<file path="config.mk">
export PLATFORM = sky130hd
export DESIGN_NAME = dot_clock_gen
export DESIGN_NICKNAME = d
export VERILOG_FILES = /design/src/rtl/dot_clock_gen_pkg.sv /design/src/rtl/reset_sync.sv /design/src/rtl/dot_clock_gen.sv
export SDC_FILE = /design/constraint.sdc
export NUM_CORES = 1
export LEC_CHECK = 0
export CORE_MARGIN = 2
export CORE_UTILIZATION = 55
export CTS_CLUSTER_SIZE = 30
export DETAILED_ROUTE_END_ITERATION = 8
export DONT_BUFFER_PORTS = 1
export PLACE_DENSITY = 0.7
export SLEW_MARGIN = 20
export SYNTH_ARGS = -nofsm -noshare
export SYNTH_HDL_FRONTEND = slang
export SYNTH_SLANG_ARGS = --single-unit
</file>
<file path="constraint.sdc">
create_clock -name board -period 1.1 [get_ports board]
set_input_delay 0.22 -clock board [delete_from_list [all_inputs] [get_ports board]]
set_output_delay 0.22 -clock board [all_outputs]
set_load 0.05 [all_outputs]
</file>
<file path="src/rtl/dot_clock_gen_pkg.sv">
// dot_clock_gen_pkg: shared constants and helpers for the VGA dot clock divider.
package dot_clock_gen_pkg;
  localparam int DOT_DIV_VGA640 = 2;
  function automatic int high_count(input int div);
    return (div + 1) / 2;
  endfunction
endpackage

</file>
<file path="src/rtl/reset_sync.sv">
// reset_sync: two-flop reset synchronizer, asserts asynchronously and releases on the 2nd clk edge.
module reset_sync (
  input  logic clk,
  input  logic arst_n,
  output logic srst_n
);
  logic [1:0] sync_q, sync_d;
  always_comb sync_d = {sync_q[0], 1'b1};
  always_ff @(posedge clk or negedge arst_n)
    if (!arst_n) sync_q <= '0;
    else sync_q <= sync_d;
  assign srst_n = sync_q[1];
endmodule

</file>
<file path="src/rtl/dot_clock_gen.sv">
// dot_clock_gen: divides the board clock by DIV into the VGA dot clock.
module dot_clock_gen
  import dot_clock_gen_pkg::*;
#(
  parameter int DIV   = DOT_DIV_VGA640,
  parameter int CNT_W = 16
) (
  input  logic board,
  input  logic rst_n,
  output logic dotclock
);
  if (DIV < 2 || DIV > 65535) begin : g_bad_div
    $error("dot_clock_gen: DIV must be in 2..65535");
  end
  if (CNT_W < 1 || (CNT_W < 32 && longint'(DIV) > (longint'(1) << CNT_W))) begin : g_bad_cnt_w
    $error("dot_clock_gen: CNT_W too narrow for DIV");
  end
  localparam logic [CNT_W-1:0] LAST = CNT_W'(DIV - 1);
  localparam logic [CNT_W-1:0] HIGH = CNT_W'(high_count(DIV));
  logic irst_n;
  logic [CNT_W-1:0] cnt_q, cnt_d;
  logic pos_q, pos_d;
  reset_sync u_reset_sync (
    .clk    (board),
    .arst_n (rst_n),
    .srst_n (irst_n)
  );
  always_comb begin
    cnt_d = (cnt_q == LAST) ? '0 : cnt_q + 1'b1;
    pos_d = cnt_d < HIGH;
  end
  always_ff @(posedge board or negedge irst_n)
    if (!irst_n) begin
      cnt_q <= LAST;
      pos_q <= 1'b0;
    end else begin
      cnt_q <= cnt_d;
      pos_q <= pos_d;
    end
  if (DIV % 2 == 0) begin : g_even
    assign dotclock = pos_q;
  end else begin : g_odd
    // Half-cycle delayed copy trims the high phase so odd ratios stay balanced.
    logic neg_q, neg_d;
    always_comb neg_d = pos_q;
    always_ff @(negedge board or negedge irst_n)
      if (!irst_n) neg_q <= 1'b0;
      else neg_q <= neg_d;
    assign dotclock = pos_q & neg_q;
  end
endmodule

</file>
Fig. 1: run 1, wiring by layer
Drawn at 10 px/um.
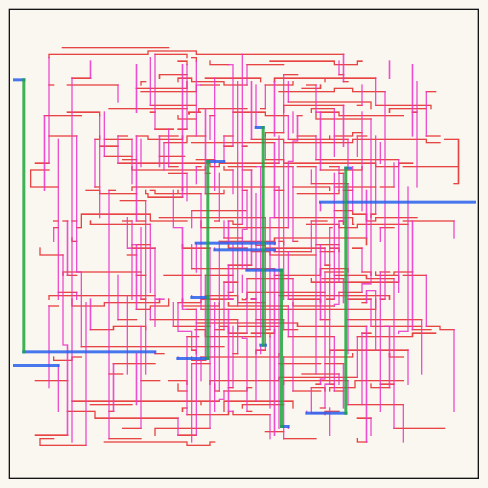
Key: magenta = metal 2 [wire length 1270 um]; blue = metal 3 [wire length 63.0 um]; green = metal 4 [wire length 109 um]; red = metal 1 [wire length 1080 um]

Fig. 2: run 1, supply network
Drawn at 8 px/um. Pins as bars on the die edge. Tap cells in grey.
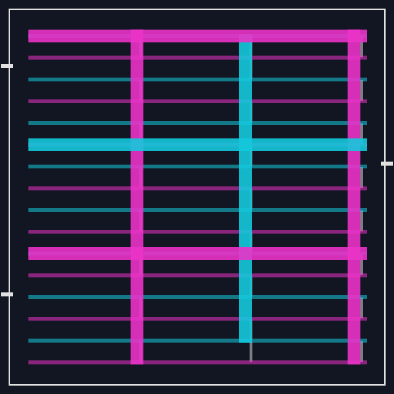
Key: cyan = VDD; magenta = VSS
The core has 15 rows. 16 met1 rails follow the rows. 3 straps on met4. 25 tap cells.

==> results.json, run 1 <==
{
  "status": "finished, violations left",
  "violations": "negative setup slack",
  "io_buffers": 0,
  "m1WireLength_mm": 1.08,
  "setup_viol": 18,
  "fmax_mhz": 587,
  "cts_root_buf": "clkbuf_4",
  "slowest_delay_ns": 0.59,
  "syn_avg_cell_area_um2": 10.8,
  "p_seq_share_pct": 64.2,
  "fin_ws_ns": -0.604,
  "power.leakage_nw": 0.724,
  "clkPwrFrac_pct": 34.0,
  "die_width_um": 46.8,
  "drc_errors": 0,
  "drtIter0Drc": 11,
  "drt_wl_total_mm": 2.53,
  "finalClockSkew_ns": 0.00110,
  "cp.required_ns": 1.32,
  "fp.dieH_um": 46.8,
  "ys_top_cells_by_area": "dfrtp_1, xnor2_1, xor2_1",
  "path_max_fanout": 4,
  "routed.top_layer": "met4",
  "drive_gt1_share_pct": 53.7,
  "grt_start_max_net_pins": 18,
  "postSynthCellCount": 93,
  "rows": 15,
  "edf_count": 0,
  "grt_pass1_vias": 807,
  "syn_to_final_growth_pct": 49.5,
  "hp-class": "in -> async",
  "ys_cells": 93,
  "synth-area-yosys_um2": 1010,
  "synth_area_um2": 1010,
  "top_cells_by_count": "dfrtp_1, xnor2_1, nor2_1, xor2_1, nand2_1",
  "ir_worst_vdd_mv": 0.717,
  "stage_log_warnings": 30,
  "async_reset_ff_share_pct": 100,
  "core-area_um2": 1730,
  "p_sw_share_pct": 22.5,
  "post-route-util_pct": 87.1,
  "htreeDepth": 1,
  "synth_top_area_share_pct": 44.8,
  "synth_top_cell_by_area": "dfrtp_1",
  "fillers": 88,
  "largest_reg_flops": 16,
  "cts_buffer_depth": 2,
  "dpl_cell_area_um2": 1310,
  "cts_hold_buf": 1,
  "clock_net_power_mw": 0.373,
  "grt_use_met1_pct": 27.6,
  "first_pass_iters": 4,
  "post_cts_buffers": 4,
  "maxPowerGroup": "sequential cells",
  "clock_sinks": 19,
  "nets": 141,
  "holdWs_ns": 0.130,
  "design_area_um2": 1500,
  "pin_count": 3,
  "tritoncts": "done"
}
Fig. 3: run 1, register map, names as in the netlist
Drawn at 10 px/um.
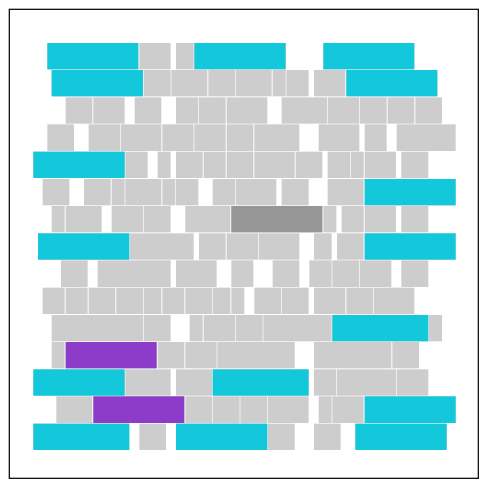
Key: purple = `u_reset_sync.sync_q` [flops 2]; cyan = `cnt_q` [flops 16, where spread over the die]

Fig. 4: run 1, cell area per tile
Drawn at 8 px/um. 9 x 9 tiles, from white (low) to dark blue (high), 0 to 100% covered.
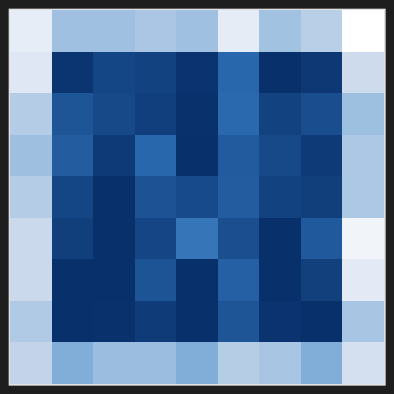
The mean over all tiles is 67%. 59% of the tiles are over 75% full. The fullest tile reaches 100%. The densest ninth of the die: centre. 1.2% of the tiles are nearly empty.

==> run 1: layout make-up <==
| class | count | area [um2] | share of cell area, % |
|---|---|---|---|
| clock buffers | 4 | 26.3 | 1.75 |
| inverters | 3 | 11.3 | 0.749 |
| multi-input cells | 69 | 627 | 41.7 |
| flip-flops and latches | 19 | 479 | 31.9 |
| well taps | 25 | 31.3 | 2.08 |
| repair buffers | 41 | 329 | 21.9 |
==> run 1: path summary, 6_finish.rpt <==
path,end,depth (start not counted)
max,dotclock,7
min,u_reset_sync.sync_q[0],1
max reg2reg,dotclock,7
min reg2reg,cnt_q[10],1
max in group asynchronous,cnt_q[0],1
min in group board,u_reset_sync.sync_q[1],0
==> run 1: critical path: cells and delay by family, from the launching register on <==
family | cells | cell delay (ns)
flops | 1 | 0.59
buf+inv | 2 | 0.30
compound gates | 1 | 0.06
simple gates | 4 | 0.66
==> run 1: stage by stage <==
step	instances	setup slack (ns)	power, mW
6_report	161	-0.604	1.09
5_1_grt	161	-0.683	1.13
4_1_cts	157	-0.559	1.09
3_5_place_dp	149	-0.596	0.732
3_3_place_gp	149	-0.490	0.731
2_1_floorplan	93	-0.510	0.725
==> run 1: kinds of logic (layout without fill, tap and decap cells) <==
logic type,after synthesis,after routing,share of synthesized area (%)
AND-OR/OR-AND,8,8,6.84
XOR/XNOR,15,15,13.1
other,1,1,0.373
flip-flops,19,19,47.4
buffers and inverters,5,48,2.11
AND/OR/NAND/NOR,43,43,27.7
adder cells (fa/ha/maj),2,2,2.49
==> run 1: placed cells by master, fill, tap and decap left out, drive strengths merged, types with 2 or more instances in the layout <==
master,n
inv,3
and3,4
nor3,5
nor2,8
buf,40
nand4,4
dfrtp,18
nand3,6
ha,2
clkbuf,4
xor2,7
or3,3
xnor2,8
o31ai,2
a31oi,2
nor3b,2
nand2,7
nor4,2
--- run 2 (diff from run 1) ---
--- a/config.mk
+++ b/config.mk
@@ -11,7 +11,7 @@
 export DETAILED_ROUTE_END_ITERATION = 8
 export DONT_BUFFER_PORTS = 1
 export PLACE_DENSITY = 0.7
-export SLEW_MARGIN = 20
+export SLEW_MARGIN = 25
 export SYNTH_ARGS = -nofsm -noshare
 export SYNTH_HDL_FRONTEND = slang
 export SYNTH_SLANG_ARGS = --single-unit
Fig. 5: run 2, register map, names as in the netlist
Drawn at 10 px/um.
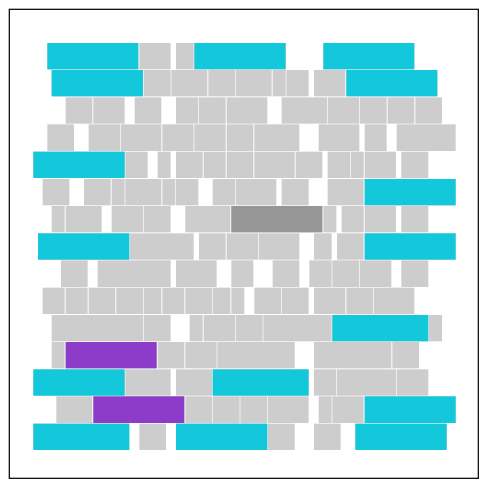
Key: cyan = `cnt_q` [flops 16, where spread over the die]; purple = `u_reset_sync.sync_q` [flops 2]
Another 1 sequential cells are not coloured.

Fig. 6: run 2, cell area per tile
Drawn at 8 px/um. 9 x 9 tiles, from white (low) to dark blue (high), 0 to 100% covered.
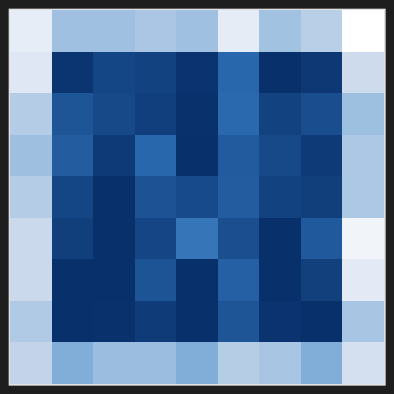
The fullest tile reaches 100%. 1.2% of the tiles are nearly empty. 59% of the tiles are over 75% full.

==> results.json, run 2 <==
{
  "drive_gt1_share_pct": 53.7,
  "synth_area_um2": 1010,
  "rsz0062_at_grt": "true",
  "reg2reg_depth": 7,
  "ff2ff_setup_slack_ns": -0.60,
  "cp.required_ns": 1.32,
  "wl_per_cell_um": 15.7,
  "crit_end": "dotclock",
  "synth-area-yosys_um2": 1010,
  "slowest_delay_ns": 0.59,
  "dp.cells": 149,
  "grt_pass1_vias": 807,
  "fp.dieH_um": 46.8,
  "syn_avg_cell_area_um2": 10.8,
  "critPathTopFamily": "simple AND/OR/NAND/NOR gates",
  "setup_viol": 18,
  "path_max_fanout": 4,
  "startpoint_type": "flop",
  "setup.worst_path.class": "reg -> reg",
  "antenna_found_initial": 0,
  "finalClockSkew_ns": 0.00110,
  "grt_start_max_net_pins": 18,
  "mostFrequentLayoutCell": "buf_4",
  "synth_top_area_share_pct": 44.8,
  "htreeDepth": 1,
  "synth_top_cell_by_area": "dfrtp_1",
  "post-route-min-period_ns": 1.70,
  "worst-path-buf-inv": 2,
  "drv_cap": 0,
  "postSynthCellCount": 93,
  "slowest_stage": "dfstp_2",
  "power.leakage_nw": 0.724,
  "cts_root_buf": "clkbuf_4",
  "drc_errors": 0,
  "top_cells_by_count": "dfrtp_1, xnor2_1, nor2_1, xor2_1, nand2_1",
  "stage_log_warnings": 30,
  "core-area_um2": 1730,
  "status": "finished, violations left",
  "hp-class": "in -> async",
  "final_cell_mix": "buf_4, dfrtp_1, xnor2_1",
  "dp_hpwl_mm": 1.52,
  "clock_sinks": 19,
  "r2r_end": "dotclock",
  "tritoncts": "done",
  "comb_area_um2": 627,
  "die_width_um": 46.8,
  "cts_buffer_depth": 2,
  "syn_to_final_growth_pct": 49.5,
  "io_buffers": 0,
  "fin_ws_ns": -0.604,
  "ys_types": 33,
  "initCoreUtil_pct": 58.3,
  "seqCellArea_um2": 479,
  "pin_count": 3,
  "ys_top_cells_by_area": "dfrtp_1, xnor2_1, xor2_1",
  "violations": "negative setup slack",
  "fmax_mhz": 587,
  "post-place-ws_ns": -0.596,
  "final_cells": 161,
  "clock_latency_ns": 0.30,
  "rows": 15,
  "worst-path-stages": 7,
  "ys_cells": 93,
  "first_pass_iters": 4,
  "holdWs_ns": 0.130,
  "drt_wl_total_mm": 2.53,
  "fillers": 88,
  "ir_worst_vdd_mv": 0.717,
  "edf_count": 0,
  "largest_reg_flops": 16,
  "nets": 141,
  "async_reset_ff_share_pct": 100,
  "drtIter0Drc": 11
}
run 2: cell counts in the layout (fill, tap and decap cells not counted):
Identical to the previous run, type by type.
run 2: metrics by stage:
step	utilization, %	TNS (ns)	total power, mW	cell area (um2)
3_5_place_dp	76.1	-5.87	0.732	1310
4_1_cts	82.4	-6.04	1.09	1420
6_report	87.1	-6.56	1.09	1500
3_3_place_gp	76.1	-4.80	0.731	1310
5_1_grt	87.1	-7.70	1.13	1500
2_1_floorplan	-	-2.84	0.725	1040
run 2: cell families after synthesis:
logic type / Yosys count / share of synthesized area [%]
and+or+nand+nor: 43 / 27.7
DFF: 19 / 47.4
xor gates and xnor gates: 15 / 13.1
AOI/OAI and AO/OA: 8 / 6.84
buffers and inverters: 5 / 2.11
adders and majority gates: 2 / 2.49
other: 1 / 0.373
run 2: area by class of cell:
cell class / count / area share (%)
Clock buffer: 4 / 1.75
Timing Repair Buffer: 41 / 21.9
Inverter: 3 / 0.749
Sequential cell: 19 / 31.9
Multi-Input combinational cell: 69 / 41.7
Tap cell: 25 / 2.08
run 2: report_power, final:
part	internal [mW]	switching [mW]
sequential	0.702	0.000918
clock	0.141	0.231
combinational	0.00482	0.0140
total	0.848	0.246
run 2: per-layer routing:
layer | GRT usage, % | vias up | share of wire [%]
met5 | 0 | - | 0
met4 | 10.6 | 0 | 4.3
met3 | 5.77 | 11 | 2.5
met2 | 38.4 | 16 | 50
met1 | 27.6 | 423 | 43
li1 | - | 409 | -
run 2: what timing repair did:
action | 4_1_cts | 5_1_grt
endpoints found under the setup margin | 18 | 18
pin swaps | 7 | 9
hold buffers | 1 | 0
resized | 12 | 12
setup buffers | 4 | 5
hold endpoints to repair | 2 | 0
Fig. 7: run 2, wiring by layer
Drawn at 10 px/um.
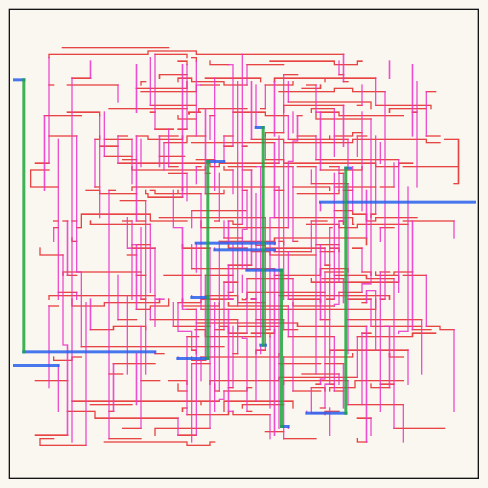

--- run 3 (diff from run 2) ---
--- a/config.mk
+++ b/config.mk
@@ -5,9 +5,10 @@
 export SDC_FILE = /design/constraint.sdc
 export NUM_CORES = 1
 export LEC_CHECK = 0
-export CORE_MARGIN = 2
+export CORE_MARGIN = 1
 export CORE_UTILIZATION = 55
-export CTS_CLUSTER_SIZE = 30
+export CTS_CLUSTER_DIAMETER = 60
+export CTS_CLUSTER_SIZE = 12
 export DETAILED_ROUTE_END_ITERATION = 8
 export DONT_BUFFER_PORTS = 1
 export PLACE_DENSITY = 0.7
Fig. 8: run 3, wiring by layer
Drawn at 12 px/um.
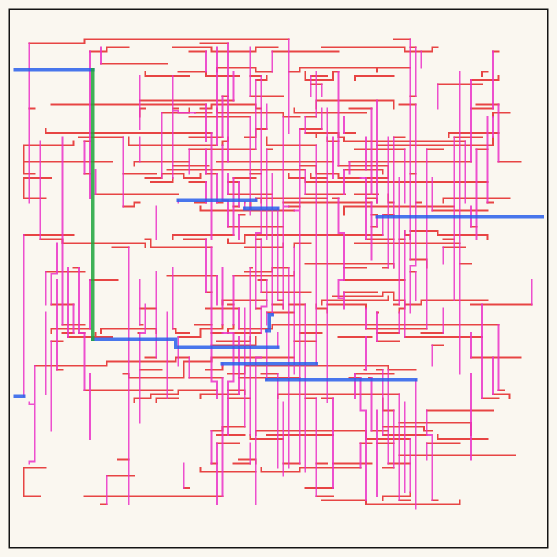
Key: blue = metal 3 [wire length 68.3 um]; magenta = metal 2 [wire length 1030 um]; red = metal 1 [wire length 955 um]; green = metal 4 [wire length 22.4 um]

==> results.json, run 3 <==
{
  "status": "finished, violations left",
  "violations": "negative setup slack",
  "drive_gt1_share_pct": 48.5,
  "vias": 814,
  "rsz0062_at_grt": "true",
  "edf_count": 0,
  "nets": 139,
  "drc_errors": 0,
  "fmax_mhz": 608,
  "fillers": 108,
  "final_cell_mix": "buf_4, dfrtp_1, xnor2_1",
  "path_max_fanout": 4,
  "ys_warn_count": 0,
  "worst-path-buf-inv": 1,
  "top_cells_by_count": "dfrtp_1, xnor2_1, nor2_1, xor2_1, nand2_1",
  "rows": 15,
  "syn_nets": 97,
  "grt_pass1_vias": 806,
  "initCoreUtil_pct": 58.3,
  "ys_types": 33,
  "core-area_um2": 1730,
  "wl_per_cell_um": 13.0,
  "post-route-min-period_ns": 1.64,
  "synth-area-yosys_um2": 1010,
  "drt_wl_total_mm": 2.07,
  "finalClockSkew_ns": 0.00439,
  "drv_cap": 0,
  "setup_viol": 18,
  "critPathTopFamily": "simple AND/OR/NAND/NOR gates",
  "clock_sinks": 19,
  "first_pass_iters": 4,
  "postSynthCellCount": 93,
  "crit_chain": "buf_4, nand3_4, or3_2, o2bb2ai_1, nor4_2",
  "tritoncts": "done",
  "hp-class": "in -> async",
  "antenna_found_initial": 0,
  "clock_latency_ns": 0.29,
  "ys_top_cells_by_area": "dfrtp_1, xnor2_1, xor2_1",
  "ys_ff": 19,
  "drtIter0Drc": 18,
  "slowest_stage": "dfstp_2",
  "slowest_delay_ns": 0.58,
  "grt_start_max_net_pins": 18,
  "async_reset_ff_share_pct": 100,
  "syn_to_final_growth_pct": 43.0,
  "htreeDepth": 1,
  "cts_buffer_depth": 2,
  "stage_log_warnings": 30,
  "cts_resized": 7,
  "cp.required_ns": 1.31,
  "cts_root_buf": "clkbuf_4",
  "fp.dieH_um": 44.8,
  "die_width_um": 44.8,
  "largest_reg_flops": 16,
  "synth_top_area_share_pct": 44.8,
  "seqCellArea_um2": 478,
  "startpoint_type": "flop",
  "mostFrequentLayoutCell": "buf_4",
  "p_per_area_nw_per_um2": 741,
  "dp_hpwl_mm": 1.46,
  "syn_avg_cell_area_um2": 10.8,
  "synth_area_um2": 1010,
  "ir_worst_vdd_mv": 0.823,
  "worst-path-stages": 5,
  "dp.cells": 149,
  "slew_viol_final": 0,
  "reg2reg_depth": 5,
  "ff2ff_setup_slack_ns": -0.54,
  "period_used_pct": 149,
  "ys_cells": 93,
  "post_cts_buffers": 5,
  "pin_count": 3,
  "comb_area_um2": 589,
  "synth_top_cell_by_area": "dfrtp_1",
  "seq_area_frac_synth_pct": 47.4,
  "cts_hold_buf": 1,
  "path_clk_slew_ns": 0.10,
  "power_mw": 1.07,
  "fin_ws_ns": -0.543,
  "numCtsBuffers": 3,
  "io_buffers": 0,
  "final_cells": 159,
  "setup.worst_path.class": "reg -> reg",
  "power.leakage_nw": 0.724
}
Fig. 9: run 3, register map, names as in the netlist
Drawn at 12 px/um.
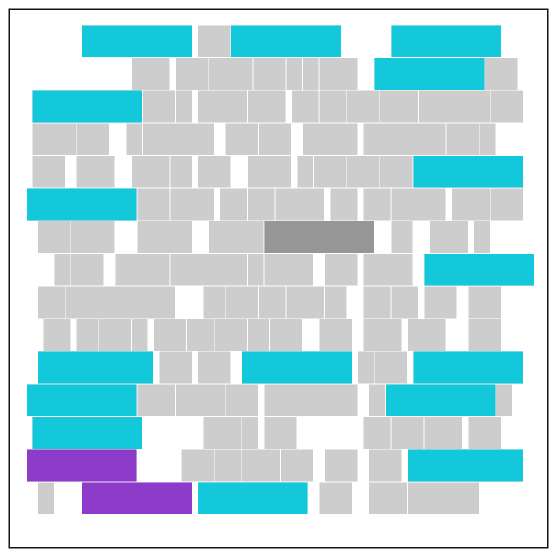
Key: purple = `u_reset_sync.sync_q` [flops 2]; cyan = `cnt_q` [flops 16, where spread over the die]

[run 3: final timing paths]
check                                       startpoint                      to
max in group asynchronous       u_reset_sync.sync_q[1]                cnt_q[0]
worst max register to register                cnt_q[0]                dotclock
worst min-delay path                             rst_n  u_reset_sync.sync_q[0]
worst min register to register  u_reset_sync.sync_q[1]               cnt_q[12]
worst max-delay path                          cnt_q[0]                dotclock
min in group board              u_reset_sync.sync_q[0]  u_reset_sync.sync_q[1]
[run 3: layer usage]
layer  track usage [%]  wire length, um  vias up
li1                  -                -      409
met1              29.9              954      390
met2              40.0             1030       13
met3              5.20               68        2
met4              9.09               22        0
met5                 0                0        -
[run 3: cells by family after synthesis]
group | synth area share, %
simple gates | 27.7
compound gates | 6.84
fa+ha+maj | 2.49
other cells | 0.373
buf+inv | 2.11
xor+xnor | 13.1
flops | 47.4
[run 3: through the flow]
stage	worst slack [ns]	hold WS (ns)	utilization (%)	TNS [ns]	cell area, um2
after global placement	-0.495	-0.0755	76.1	-4.79	1310
after floorplan	-0.510	-0.0756	-	-2.84	1040
after global routing	-0.651	0.147	83.3	-6.92	1440
final	-0.543	0.153	83.3	-5.64	1440
after CTS	-0.543	0.144	81.2	-5.68	1400
after detailed placement	-0.529	-0.0755	76.1	-5.32	1310
[run 3: cell type report]
type                       count  share of cell area [%]
clock buffer                   4                    1.83
inverter                       3                   0.783
multi-input combinational     69                    41.0
sequential                    19                    33.2
tap                           25                    2.17
timing repair buffer          39                    21.0
[run 3: report_power, final]
| part | internal, mW | switching, mW | total (mW) |
|---|---|---|---|
| Clock | 0.141 | 0.203 | 0.344 |
| Combinational | 0.00482 | 0.0138 | 0.0186 |
| Sequential | 0.702 | 0.000834 | 0.703 |
No activity file was given, so power comes from the tool's default toggle rates.
